### Placement density heat map

Scale: 1.5 px per um. 28 x 28 tiles, from dark blue (low) to red (high), 0 to 100% covered.
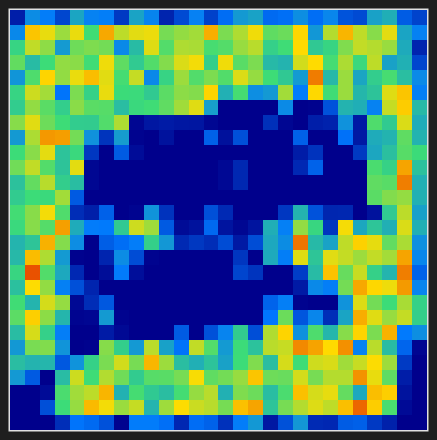
### Cell classes on the final placement

Scale: 1.5 px per um.
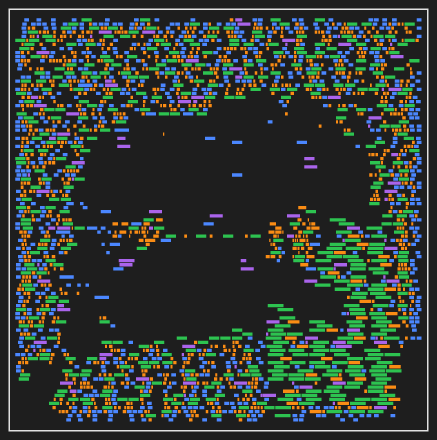
### Cell placement

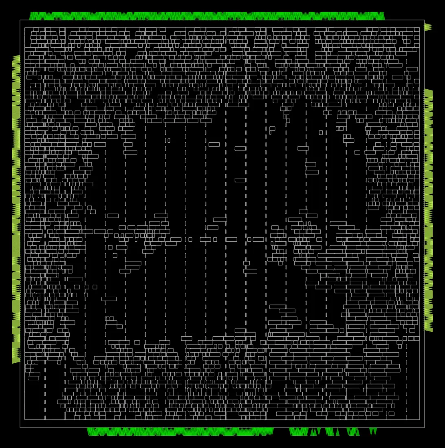
### Signal wires on met1

Scale: 1.5 px per um. Supply wires on this layer in gray. Cells faint in the background.
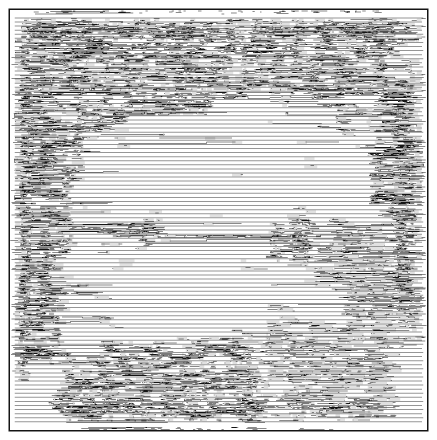
==> config.mk <==
export PLATFORM = sky130hd
export DESIGN_NAME = pe_fp32_feeder
export DESIGN_NICKNAME = d
export VERILOG_FILES = /design/src/rtl/pe_pkg.sv /design/src/rtl/pe_result_fifo.sv /design/src/rtl/pe_fp32_feeder.sv
export SDC_FILE = /design/constraint.sdc
export NUM_CORES = 1
export LEC_CHECK = 0
export CAP_MARGIN = 40
export CORE_AREA = 3 3 275 277
export DETAILED_ROUTE_END_ITERATION = 10
export DIE_AREA = 0 0 278 280
export SLEW_MARGIN = 5
export SYNTH_ARGS = -nofsm -noshare
export SYNTH_HDL_FRONTEND = slang
export SYNTH_SLANG_ARGS = --single-unit
export TNS_END_PERCENT = 10
==> constraint.sdc <==
create_clock -name clk -period 3 [get_ports clk]
set_input_delay 0.3 -clock clk [delete_from_list [all_inputs] [get_ports clk]]
set_output_delay 0.3 -clock clk [all_outputs]
set_load 0.01 [all_outputs]
==> notes.md <==
Entry: Yosys synthesis followed by OpenROAD place and route.

Yosys:
- The run gives the summed instance area of the synthesized netlist as 19400 um^2.
- The run gives the number of warnings issued by yosys as 0.
- The run puts the share of flip-flops with an asynchronous set or reset after synthesis at 0%.
- In this run, synthesis produced a sequential element count of 465.
- Per the synthesis report, the dominant area consumer among library cells is sky130_fd_sc_hd__dfxtp_1.
- The run puts the summed standard-cell area reported by yosys at 19400 um^2.
- The run gives the floorplan net count as 2185.
- The run gives the cell total in the yosys stat output as 1822.

Worst setup path:
- The run gives the worst setup path category as reg2out.
- The run gives the highest net fanout along the worst path as 34.

Status:
- The flow ran to the end, and the final reports show no timing, DRC or antenna violations.

Clock tree:
- The run puts the number of gates resized after CTS at 0.
- The run puts the CTS sink count at 465.
- TritonCTS built the clock tree.

Final timing:
- Across all hold checks on the routed design, the worst slack comes to 49.2 ps.
- The run gives the setup total negative slack as 0 ps.
- The run puts the period utilization at 93.1%.
- The run puts the post-route minimum period at 2790 ps.

Job:
- The run gives the max-capacitance violation count as 0.

Placed design:
- The run gives the placement-stage worst setup slack as 294 ps.
- The run gives the estimated wirelength of the detail-placed design as 46800 um.

Global routing:
- The run gives the global-route wire length before repair as 111000 um.

Final layout:
- Per the run report, area growth between synthesis and finish was 47.9%.
- Per the final layout report, the fraction of cells sized above drive strength 1 comes to 6.57%.
- The run gives the most frequent logic cell in the layout as sky130_fd_sc_hd__clkdlybuf4s50_1.

Route:
- The run gives the count of antenna-violating nets left after detailed routing as 0.

Min path:
- The run gives the worst hold path depth as 3.
## Picture notes: 'Placement density heat map'
- fullest tile: 91%
- nearly empty tiles: 23%
- tiles over 75% full: 6.6%
Core Density at Floorplan: 26.5%
share of the core filled with cells: 39.3%
area of the core: 73100 um^2

## Picture notes: 'Cell classes on the final placement'
- blue: remaining buffers and delay cells (cells 747; share of their area 28%)
- purple: clock drivers and dummy loads (cells 98; share of their area 6.2%)
- green: sequential cells (cells 465; share of their area 39%)
- orange: combinational and other logic (cells 1094; share of their area 27%)
number of rows created at floorplan: 99
flip-flop and latch share of the layout cell area: 36.9%

## Picture notes: 'Cell placement'
flip-flops: 465
well tap count: 959
number of standard cells in the final layout excluding fillers: 3372
fillcell total: 7061

## Picture notes: 'Signal wires on met1'
- share of all routed wire: 39%
- longest straight run: 98.0 um
- nets with wire on the layer: 2484
- wire length on this layer: 29.0 mm
- main direction: horizontal
WL final: 74200 um
total via count after detailed routing: 18178
routing usage on met1: 21.1%

==> metrics by stage <==
stage	power, uW	instances	cell area [um^2]
3_5_place_dp	9190	3265	26900
6_report	15400	3372	28700
2_1_floorplan	7920	1822	19400
4_1_cts	15600	3363	28600
3_3_place_gp	9130	3260	26800
5_1_grt	16000	3372	28700
==> worst reg2reg max path: cells and delay by family, from the launching register on <==
kind | cells | cell delay [ps]
fa+ha+maj | 2 | 620
simple gates | 3 | 690
xor+xnor | 2 | 340
flops | 1 | 510
compound gates | 1 | 150
buf+inv | 1 | 220
==> per-layer routing <==
metal | wire (um) | GRT usage (%) | vias to the layer above
li1 | - | - | 8279
met1 | 29000 | 21.1 | 8964
met2 | 37100 | 30.6 | 756
met3 | 4870 | 4.14 | 175
met4 | 3260 | 7.89 | 4
met5 | 24 | 0 | -
==> power breakdown <==
group / total (uW) / leakage [uW] / internal (uW) / switching, uW
registers: 6800 / 0.00390 / 6670 / 128
logic: 2260 / 0.00473 / 1130 / 1130
clock network: 6370 / 0.000831 / 3650 / 2720
total: 15400 / 0.00946 / 11400 / 3980
==> Yosys cell counts (2+ instances only) <==
cell type / count
sky130_fd_sc_hd__dfxtp_1: 337
sky130_fd_sc_hd__a21oi_1: 322
sky130_fd_sc_hd__nand4_1: 321
sky130_fd_sc_hd__o31ai_1: 320
sky130_fd_sc_hd__buf_2: 146
sky130_fd_sc_hd__edfxtp_1: 128
sky130_fd_sc_hd__clkbuf_1: 72
sky130_fd_sc_hd__mux4_2: 32
sky130_fd_sc_hd__nor2b_1: 32
sky130_fd_sc_hd__buf_6: 22
sky130_fd_sc_hd__buf_4: 18
sky130_fd_sc_hd__nor2_1: 9
sky130_fd_sc_hd__and2_1: 7
sky130_fd_sc_hd__ha_1: 6
sky130_fd_sc_hd__buf_1: 5
sky130_fd_sc_hd__inv_1: 5
sky130_fd_sc_hd__nand2_1: 4
sky130_fd_sc_hd__xor2_1: 4
sky130_fd_sc_hd__o2111ai_1: 3
sky130_fd_sc_hd__o21ai_0: 3
sky130_fd_sc_hd__or4_1: 3
sky130_fd_sc_hd__xnor2_1: 3
sky130_fd_sc_hd__and2b_1: 2
sky130_fd_sc_hd__mux2i_1: 2
sky130_fd_sc_hd__nand2b_1: 2
sky130_fd_sc_hd__nand3_1: 2
sky130_fd_sc_hd__or3_1: 2
==> area by class of cell <==
cell class	count	area, um^2	share of cell area (%)
Antenna cell	9	22.5	0.0785
Clock buffer	80	1540	5.36
Clock inverter	18	176	0.615
Inverter	7	41.3	0.144
Multi-Input combinational cell	1087	7440	25.9
Sequential cell	465	10600	36.9
Tap cell	959	1200	4.18
Timing Repair Buffer	747	7680	26.8
==> logic make-up after synthesis <==
logic type | Yosys count | synth area share (%)
buffers and inverters | 270 | 7.36
DFF | 465 | 54.6
and+or+nand+nor | 389 | 12.4
xor gates and xnor gates | 7 | 0.316
AOI/OAI and AO/OA | 650 | 21.0
muxes | 34 | 3.82
adders and majority gates | 7 | 0.490
Power figures rest on the tool's default switching activity, not on a simulated workload.
